### Met1 routing, run 1

Supply wires on this layer in grey.
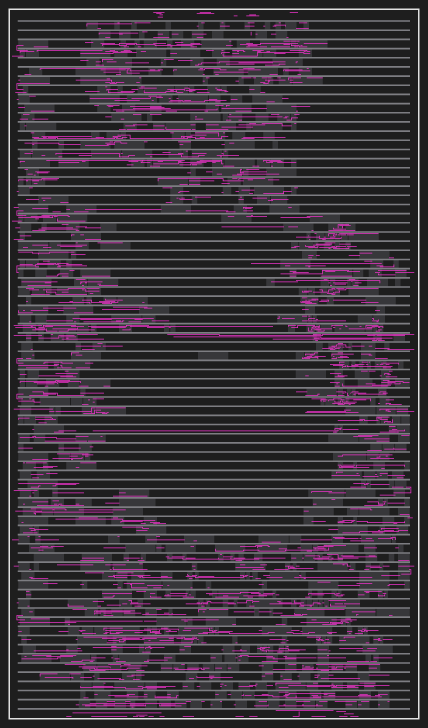
### Signal wires on met2, run 1

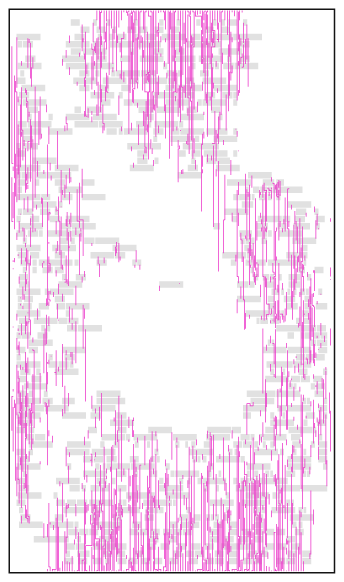
### I/O nets highlighted, run 1

Bar = 20 µm.
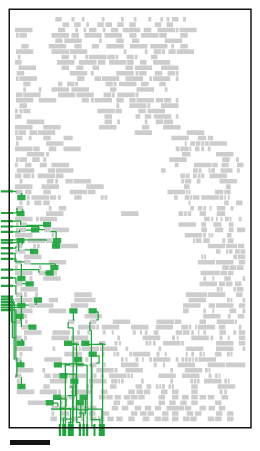
File: src/rtl/memory_arbiter.sv
// Serialises instruction-read, data-read and data-write requests onto a
// single-ported, variable-latency RAM; data requests win over fetches.
module memory_arbiter #(
    parameter int TIMEOUT = 255,
    parameter int WORD_W  = 32
) (
    input  logic              CLK,
    input  logic              nRST,
    input  logic              imemREN,
    input  logic [WORD_W-1:0] imemaddr,
    input  logic              dmemREN,
    input  logic              dmemWEN,
    input  logic [WORD_W-1:0] dmemaddr,
    input  logic [WORD_W-1:0] dmemstore,
    output logic              ihit,
    output logic              dhit,
    output logic [WORD_W-1:0] imemload,
    output logic [WORD_W-1:0] dmemload,
    output logic              ramREN,
    output logic              ramWEN,
    output logic [WORD_W-1:0] ramaddr,
    output logic [WORD_W-1:0] ramstore,
    input  logic [WORD_W-1:0] ramload,
    input  logic              ramready,
    output logic              memerr
);

    typedef enum logic [1:0] {IDLE, DACC, IACC, DONE} state_t;

    localparam logic [7:0] TIMEOUT_CNT = 8'(TIMEOUT);

    state_t            state;
    state_t            state_next;
    logic [WORD_W-1:0] addr_q;
    logic [WORD_W-1:0] store_q;
    logic              wr_q;
    logic              data_q;
    logic [7:0]        cnt;
    logic              timeout_hit;

    // The abort edge is the one on which the incremented count reaches TIMEOUT,
    // so the strobes are held for exactly TIMEOUT access cycles.
    assign timeout_hit = (cnt + 8'd1) == TIMEOUT_CNT;
    assign ramaddr     = addr_q;
    assign ramstore    = store_q;

    always_ff @(posedge CLK or negedge nRST) begin
        if (!nRST) begin
            state <= IDLE;
        end else begin
            state <= state_next;
        end
    end

    always_comb begin
        state_next = state;
        ramREN     = 1'b0;
        ramWEN     = 1'b0;
        ihit       = 1'b0;
        dhit       = 1'b0;
        case (state)
            IDLE: begin
                if (dmemWEN || dmemREN) begin
                    state_next = DACC;
                end else if (imemREN) begin
                    state_next = IACC;
                end
            end
            DACC, IACC: begin
                ramREN = (state == IACC) || !wr_q;
                ramWEN = (state == DACC) && wr_q;
                if (ramready) begin
                    state_next = DONE;
                end else if (timeout_hit) begin
                    state_next = IDLE;
                end
            end
            DONE: begin
                // Hits are gated by the live request so a withdrawn access stays silent.
                dhit       = data_q && (dmemREN || dmemWEN);
                ihit       = !data_q && imemREN;
                state_next = IDLE;
            end
            default: state_next = IDLE;
        endcase
    end

    always_ff @(posedge CLK or negedge nRST) begin
        if (!nRST) begin
            addr_q   <= '0;
            store_q  <= '0;
            wr_q     <= 1'b0;
            data_q   <= 1'b0;
            cnt      <= 8'd0;
            imemload <= '0;
            dmemload <= '0;
            memerr   <= 1'b0;
        end else begin
            case (state)
                IDLE: begin
                    cnt <= 8'd0;
                    if (dmemWEN || dmemREN) begin
                        addr_q  <= dmemaddr;
                        store_q <= dmemstore;
                        wr_q    <= dmemWEN;
                        data_q  <= 1'b1;
                    end else if (imemREN) begin
                        addr_q <= imemaddr;
                        wr_q   <= 1'b0;
                        data_q <= 1'b0;
                    end
                end
                DACC, IACC: begin
                    cnt <= cnt + 8'd1;
                    if (ramready) begin
                        if (state == IACC) begin
                            imemload <= ramload;
                        end else if (!wr_q) begin
                            dmemload <= ramload;
                        end
                    end else if (timeout_hit) begin
                        memerr <= 1'b1;
                    end
                end
                default: cnt <= 8'd0;
            endcase
        end
    end

endmodule
File: config.mk
export PLATFORM = sky130hd
export DESIGN_NAME = memory_arbiter
export DESIGN_NICKNAME = d
export VERILOG_FILES = /design/src/rtl/memory_arbiter.sv
export SDC_FILE = /design/constraint.sdc
export NUM_CORES = 1
export LEC_CHECK = 0
export CAP_MARGIN = 20
export CORE_AREA = 2 2 119 208
export DETAILED_ROUTE_END_ITERATION = 7
export DIE_AREA = 0 0 121 210
export HOLD_SLACK_MARGIN = 0.1
export SLEW_MARGIN = 40
export SYNTH_ARGS = -nofsm -noshare
export SYNTH_HDL_FRONTEND = slang
export SYNTH_SLANG_ARGS = --single-unit
File: constraint.sdc
create_clock -name CLK -period 5.8 [get_ports CLK]
set_input_delay 1.74 -clock CLK [delete_from_list [all_inputs] [get_ports CLK]]
set_output_delay 1.74 -clock CLK [all_outputs]
set_load 0.1 [all_outputs]
==> commit_impl_results.txt, run 1 <==
Record implementation results from latest flow run

- Run status: finished, final reports clean
- Largest cells by area: sky130_fd_sc_hd__dfrtp_1 (60%), sky130_fd_sc_hd__mux2_2 (18%), sky130_fd_sc_hd__mux2i_1 (5.6%), sky130_fd_sc_hd__o21ai_0 (3.0%), sky130_fd_sc_hd__nand2_1 (2.6%)
- The finished cells cover 8850 µm².
* Yosys adder share: 0.0149
- Mean post-synth cell area: 13.5 µm²
- Final max-slew violation count: 0
- The repair_antennas step left the layout with diodes totalling 0.
* Dominant cell area share: 0.601
- The worst setup path is launched from a primary input.
* Initial core utilization: 0.247
* Slew at the pin closest to its max-slew limit: 0.710 ns
* Post-synthesis compound-gate area fraction: 0.0535
* Routed Antenna Nets: 0
* Top library cells by usage in the layout, fill and taps aside: sky130_fd_sc_hd__dfrtp_1 (141), sky130_fd_sc_hd__clkdlybuf4s50_1 (132), sky130_fd_sc_hd__buf_2 (131)
- The initial antenna violation count came to 0.
- Before antenna repair, the detailed router went through 4 iterations.
* Sum Neg Setup Slack: 0 ns
- Entering global routing, the biggest net connects 85 pins.
- Ratio of final minimum period to clock period: 0.821
* Total number of yosys warnings: 0
* Total standard cell area after synthesis: 5870 µm²
* DP HPWL: 12,600 µm
- Clk sinks: 141
- Synthesis produced a netlist whose cell count is 436.
* Largest buffer count on any clock path: 2
* CP cell instances: clkdlybuf4s50_1 -> or2_1 -> and3_1 -> buf_4
- Final count of negative-setup-slack endpoints: 0
* Minimum clock period: 4.76 ns
- The cell sitting at the root of the clock tree is a sky130_fd_sc_hd__clkbuf_16.
- Critical setup path kind: in2out
- After clock tree synthesis, the flow added hold-fix buffers numbering 0.
- The chip occupies 25,400 µm².
* Area added between synthesis and finish: 50.7%
- At floorplan, the net count of the design was reported as 577.
* Relative max-transition margin: 0.526
- Simple-Gate Area Share: 0.0637
* Slowest Stage Delay on Critical Path: 0.55 ns
- Leaving out fill and tap cells, the most frequent cell in the layout is sky130_fd_sc_hd__dfrtp_1.
* Mux cell area share after synthesis: 0.240
- In this run the standard cell core region covers 23,700 µm².
- EDFF count, synth: 0
- For the worst-skew pair, the clock arrives at the later sink with an insertion delay of 0.42 ns.
- Required time reported for the critical path endpoint: 4.06 ns
- Number of DRC markers after the initial detailed-route iteration: 149
- The share of the Yosys chip area taken by registers is 0.601.
* Final number of hold-violating endpoints: 0
- Clock transition at the registers of the reported paths: 0.06 ns
- Synthesized chip area reported by yosys: 5870 µm²
* Overflow after GRT: 0
- Final nets: 849
* Proportion of layout cells with a drive suffix above 1: 0.379
- Fraction of synthesized cell area in xor and xnor cells: 0.00447
- Worst clock skew on the final layout: 0.00888 ns
- Yosys mapped the design onto 37 distinct sky130hd cell types.
* Cell with the largest stage delay on the worst path: sky130_fd_sc_hd__clkdlybuf4s50_1
- Kind of end point of the critical path: output port
* PostCTS Resize Cnt: 0
* Dominant kind of combinational cell: multiplexers
- Checking hold timing, the worst path is listed with class reg2reg.
* H-tree levels: 4
- CP Data Arrival Time: 3.02 ns
Back to the opening pictures, 'Met1 routing':
share of all routed wire	37%
main direction	horizontal
number of vias after detailed routing: 4,443
final wirelength: 17,000 µm

Back to the opening pictures, 'Signal wires on met2':
wire length on this layer	9,340 µm
share of all routed wire	55%
nets with wire on the layer	770
longest straight run	54.7 µm
met2 layer usage reported by global route: 0.247

Back to the opening pictures, 'I/O nets highlighted':
port	colour	bits	direction	end cells	buffers	wire
dmemstore	green	32	input	32	32	842 µm
number of I/O port buffers: 266
io pins: 267

==> run 1: final cells by class <==
| type | count | area, µm² | area share |
|---|---|---|---|
| clock buffers | 21 | 470 | 0.0532 |
| clock inverters | 7 | 91.3 | 0.0103 |
| inverters | 6 | 22.5 | 0.00254 |
| multi-input cells | 268 | 2250 | 0.254 |
| flip-flops and latches | 141 | 3530 | 0.399 |
| well taps | 308 | 385 | 0.0435 |
| repair buffers | 274 | 2110 | 0.238 |
==> run 1: worst max-delay path: cells and delay by family <==
family                 cells  cell delay, ns
and+or+nand+nor            2            0.45
buffers and inverters      2            0.83
==> run 1: metrics by stage <==
step	instances	hold slack, ns	setup slack (ns)	utilization
floorplan	436	0.453	0.851	-
global placement	995	0.461	1.06	0.374
detailed placement	997	0.462	1.05	0.349
CTS	1025	0.475	1.04	0.373
global route	1025	0.495	0.999	0.373
finish	1025	0.470	1.04	0.373
==> run 1: routing by layer <==
metal	track usage	vias to the layer above	routed length, µm
met1	0.144	2200	6230
li1	-	2077	-
met4	0.0730	0	568
met3	0.0373	25	874
met5	0	-	0
met2	0.247	141	9340
==> run 1: registers in the layout, indices dropped and copies added, names as in the netlist <==
signal,count
state,2
wr_q,1
memerr,1
ramaddr,32
dmemload,32
cnt,8
imemload,32
data_q,1
ramstore,32
==> run 1: cell usage after synthesis, drive strengths merged (2+ instances only) <==
cell / number
nand2: 40
mux2i: 33
a21boi: 3
nor4b: 2
clkbuf: 3
mux2: 96
and2: 4
nand2b: 3
a221o: 2
xnor2: 3
a211oi: 2
ha: 7
dfrtp: 141
nand3b: 3
o21ai: 36
nor2: 7
nor2b: 3
o21a: 4
nor3: 5
nand3: 3
inv: 6
buf: 18
==> run 1: final timing paths <==
check	startpoint	endpoint	slack, ns	depth (start not counted)
worst min-delay path	ramaddr[6]$_DFFE_PN0P_	ramaddr[6]$_DFFE_PN0P_	0.47	2
max in group asynchronous	nRST	ramaddr[0]$_DFFE_PN0P_	3.46	2
min in group asynchronous	nRST	ramstore[10]$_DFFE_PN0P_	1.36	1
worst max register to register	state[0]$_DFFE_PN0P_	dmemload[2]$_DFFE_PN0P_	3.47	6
worst max-delay path	dmemWEN	dhit	1.04	4
worst min register to register	ramaddr[6]$_DFFE_PN0P_	ramaddr[6]$_DFFE_PN0P_	0.47	2
==> run 1: logic make-up after synthesis <==
kind of cell,count (synthesis)
buffers and inverters,27
flip-flops,141
adder cells (fa/ha/maj),7
AND/OR/NAND/NOR,76
AND-OR/OR-AND,53
multiplexers,129
XOR/XNOR,3
==> run 2: changes to the inputs <==
- clock period: 5.8 -> 4.1 ns (I/O delays scaled with it)
==> run 2 against run 1 <==
Effect of this change: clock-buffer cell count is 3 lower; hold slack better by 0.0027 ns; critical path depth stayed put; setup slack worse by 0.63 ns; sequential share of layout area is 0.26 points lower; highest routed layer unchanged.
==> commit_impl_results.txt, run 2 <==
Record implementation results from latest flow run

* Num CTS Buffers: 17 (unchanged)
- The average instance area after synthesis was 13.5 µm² (unchanged).
- The sequential element share of the synthesized area is 0.601 (unchanged).
- Run status: finished, final reports clean (unchanged)
* Final nets: 849 (unchanged)
- The total of warnings raised by yosys came to 0 (unchanged).
- The remaining number of nets flagged by the antenna check after routing is 0 (unchanged).
- Largest buffer count on any clock path: 2 (unchanged)
* Io pins: 267 (unchanged)
- The post-CTS setup repair buffer count was 0 (unchanged).
- The initial antenna violation count is 0 (unchanged).
- Dominant cell area share: 0.601 (unchanged)
- The minimum setup slack among reg-to-reg paths was 1.85 ns (was 3.47 ns).
- The most crowded layer after global routing was met2 (unchanged).
* Cell with the largest stage delay on the worst path: sky130_fd_sc_hd__clkdlybuf4s50_1 (unchanged)
* FF-to-FF End: dmemload[18]$_DFFE_PN0P_ (was dmemload[2]$_DFFE_PN0P_)
- The class of the tightest hold or removal check was reg2reg (unchanged).
- The data arrival time of the critical path is 2.46 ns (was 3.02 ns).
- The total wire length after detailed routing came to 16,900 µm (was 17,000 µm).
- Final count of negative-setup-slack endpoints: 0 (unchanged)
* Setup repair after global routing missed its margin: no (unchanged)
- Area added between synthesis and finish: 51.7% (was 50.7%)
- The floorplan core density came to 0.247 (unchanged).
* EDFF count, synth: 0 (unchanged)
* Slew at the pin closest to its max-slew limit: 0.691 ns (was 0.710 ns)
- The number of buffers and inverters on the critical path came to 2 (unchanged).
* Largest net degree at the start of global routing: 73 (was 85)
* CP cell instances: clkdlybuf4s50_1 -> or2_1 -> and3_1 -> buf_12 (was clkdlybuf4s50_1 -> or2_1 -> and3_1 -> buf_4)
* Global-route track usage on met1: 0.141 (was 0.144)
* Start point of the worst hold path: memerr$_DFFE_PN0P_ (was ramaddr[6]$_DFFE_PN0P_)
- Number of vias after detailed routing: 4,398 (was 4,443)
- The worst hold margin came to 0.473 ns (was 0.470 ns).
* Synthesized chip area reported by yosys: 5870 µm² (unchanged)
* Slowest Stage Delay on Critical Path: 0.54 ns (was 0.55 ns)
- The capturing element type of the critical path was an output port (unchanged).
- The most frequent standard cell in the layout excluding fill and tap cells was sky130_fd_sc_hd__dfrtp_1 (unchanged).
- The wire length of the first global-routing pass was 26,200 µm (was 26,300 µm).
- Final number of hold-violating endpoints: 0 (unchanged)
- Relative max-transition margin: 0.539 (was 0.526)
- Insertion delay to the later sink of the worst-skew pair: 0.42 ns (about the same)
- Buffer cell driving the clock tree root: sky130_fd_sc_hd__clkbuf_16 (unchanged)
- Worst Hold Endpoint: memerr$_DFFE_PN0P_ (was ramaddr[6]$_DFFE_PN0P_)
- Commonest cells in the netlist: sky130_fd_sc_hd__dfrtp_1 (141), sky130_fd_sc_hd__mux2_2 (96), sky130_fd_sc_hd__nand2_1 (40), sky130_fd_sc_hd__o21ai_0 (35), sky130_fd_sc_hd__mux2i_1 (33) (unchanged)
- Number of DRC markers after the initial detailed-route iteration: 134 (was 149)
- The register clock-pin slew on the reported worst setup and hold paths was 0.06 ns (about the same).
- The worst clock skew on the final layout is 0.00449 ns (was 0.00888 ns).
- Post-cts hold-fix buffer tally: 0 (unchanged)
- The class of the most critical setup path was in2out (unchanged).
* Overflow after GRT: 0 (unchanged)
* Area of the core region: 23,700 µm² (unchanged)
* Final max-slew violation count: 0 (unchanged)
- Number of instances on the worst hold path: 2 (unchanged)
- The number of levels in the clock H-tree is 4 (unchanged).
* Total stage count of the critical path: 4 (unchanged)
- PostCTS Resize Cnt: 0 (unchanged)
* DP HPWL: 12,700 µm (was 12,600 µm)
- The type of origin of the critical path is a primary input (unchanged).
* Number of different library cells in the post-synthesis netlist: 37 (unchanged)
* Reg-to-Reg Start: state[0]$_DFFE_PN0P_ (unchanged)
- The netlist area before placement was 5870 µm² (unchanged).
* Pre-antenna DRT Iters: 4 (unchanged)
- The count of buffers from port buffering was 266 (unchanged).
- The net count after synthesis was 577 (unchanged).
- Subtracting the final worst setup slack from the clock period gives 3.69 ns.
- The required time at the endpoint of the critical path is 2.87 ns (was 4.06 ns).
- Met3 capacity usage during global routing: 0.0341 (was 0.0373)
- The share of post-route cells with drive strength above 1 was 0.384 (was 0.379).
- The synthesized instance count came to 436 (unchanged).
- The most popular library cell in the synthesized design by count is sky130_fd_sc_hd__dfrtp_1 (unchanged).
- Top library cells by usage in the layout, fill and taps aside: sky130_fd_sc_hd__dfrtp_1 (141), sky130_fd_sc_hd__clkdlybuf4s50_1 (132), sky130_fd_sc_hd__buf_2 (121) (was sky130_fd_sc_hd__dfrtp_1 (141), sky130_fd_sc_hd__clkdlybuf4s50_1 (132), sky130_fd_sc_hd__buf_2 (131))
- Clk sinks: 141 (unchanged)
- Die area: 25,400 µm² (unchanged)
- Ratio of final minimum period to clock period: 0.900
- Most used flip-flop cell: sky130_fd_sc_hd__dfrtp_1 (unchanged)
- The number of antenna diodes is 0 (unchanged).
* Top Family by Delay on Critical Path: buffers and inverters (unchanged)
- Sum Neg Setup Slack: 0 ns (unchanged)
- Met2 layer usage reported by global route: 0.253 (was 0.247)
- Largest cells by area: sky130_fd_sc_hd__dfrtp_1 (60%), sky130_fd_sc_hd__mux2_2 (18%), sky130_fd_sc_hd__mux2i_1 (5.6%), sky130_fd_sc_hd__o21ai_0 (3.0%), sky130_fd_sc_hd__nand2_1 (2.6%) (unchanged).
- The length in cells of the worst reg-to-reg path came to 6 (unchanged).
[run 2: cell counts after synthesis]
No cell type changed its count.
[run 2: per-layer routing]
| metal | share of wire | wire, µm |
|---|---|---|
| met2 | 0.57 | 9560 |
| met4 | 0.033 | 550 |
| met5 | 0 | 0 |
| met1 | 0.36 | 6070 |
| met3 | 0.043 | 729 |
[run 2: area by class of cell]
cell class	count	area, µm²
Clock inverter	14	169
Tap cell	308	385
Timing Repair Buffer	274	2130
Multi-Input combinational cell	268	2240
Clock buffer	18	439
Sequential cell	141	3530
Inverter	6	22.5
Fill cell	2337	14800
[run 2: cells by family after synthesis]
| logic type | count (synthesis) | share of synthesized area |
|---|---|---|
| AND-OR/OR-AND | 53 | 0.0535 |
| XOR/XNOR | 3 | 0.00447 |
| adder cells (fa/ha/maj) | 7 | 0.0149 |
| buffers and inverters | 27 | 0.0224 |
| flip-flops | 141 | 0.601 |
| multiplexers | 129 | 0.240 |
| AND/OR/NAND/NOR | 76 | 0.0637 |
[run 2: worst max path at each step]
stage / end / from / slack (ns)
CTS: dhit / dmemWEN / 0.41
global placement: dhit / dmemWEN / 0.41
global route: dhit / dmemWEN / 0.34
floorplan: ramREN / state[0]$_DFFE_PN0P_ / 0.39
detailed placement: dhit / dmemWEN / 0.42
finish: dhit / dmemWEN / 0.41
[run 2: worst min-delay path, stage by stage (launching register included)]
cell	delay, ns
sky130_fd_sc_hd__dfrtp_1	0.35
sky130_fd_sc_hd__inv_1	0.04
sky130_fd_sc_hd__o41ai_1	0.05
[run 2: metrics by stage]
step | setup WS [ns] | std cells
finish | 0.412 | 1029
global route | 0.343 | 1029
CTS | 0.409 | 1029
detailed placement | 0.422 | 997
global placement | 0.413 | 997
floorplan | 0.390 | 436
### Register map, names as in the netlist, run 2

Other sequential cells in the stronger grey, the rest of the logic in the fainter grey.
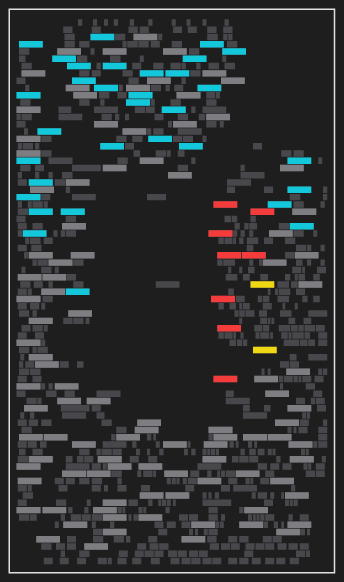
netlist name	colour	placed flops
cnt	red	8
state	yellow	2
dmemload	cyan	32
utilization of the core after routing: 0.375
share of cell area taken by flip-flops and latches: 0.396

### I/O nets highlighted, run 2

Bar = 20 µm.
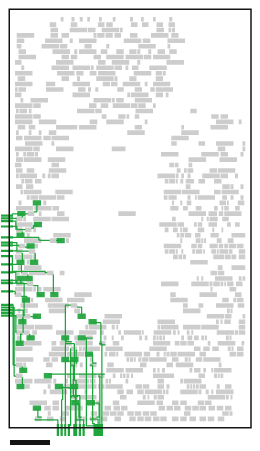
port	colour	bits	direction	end cells	buffers	wire
dmemstore	green	32	input	32	32	866 µm

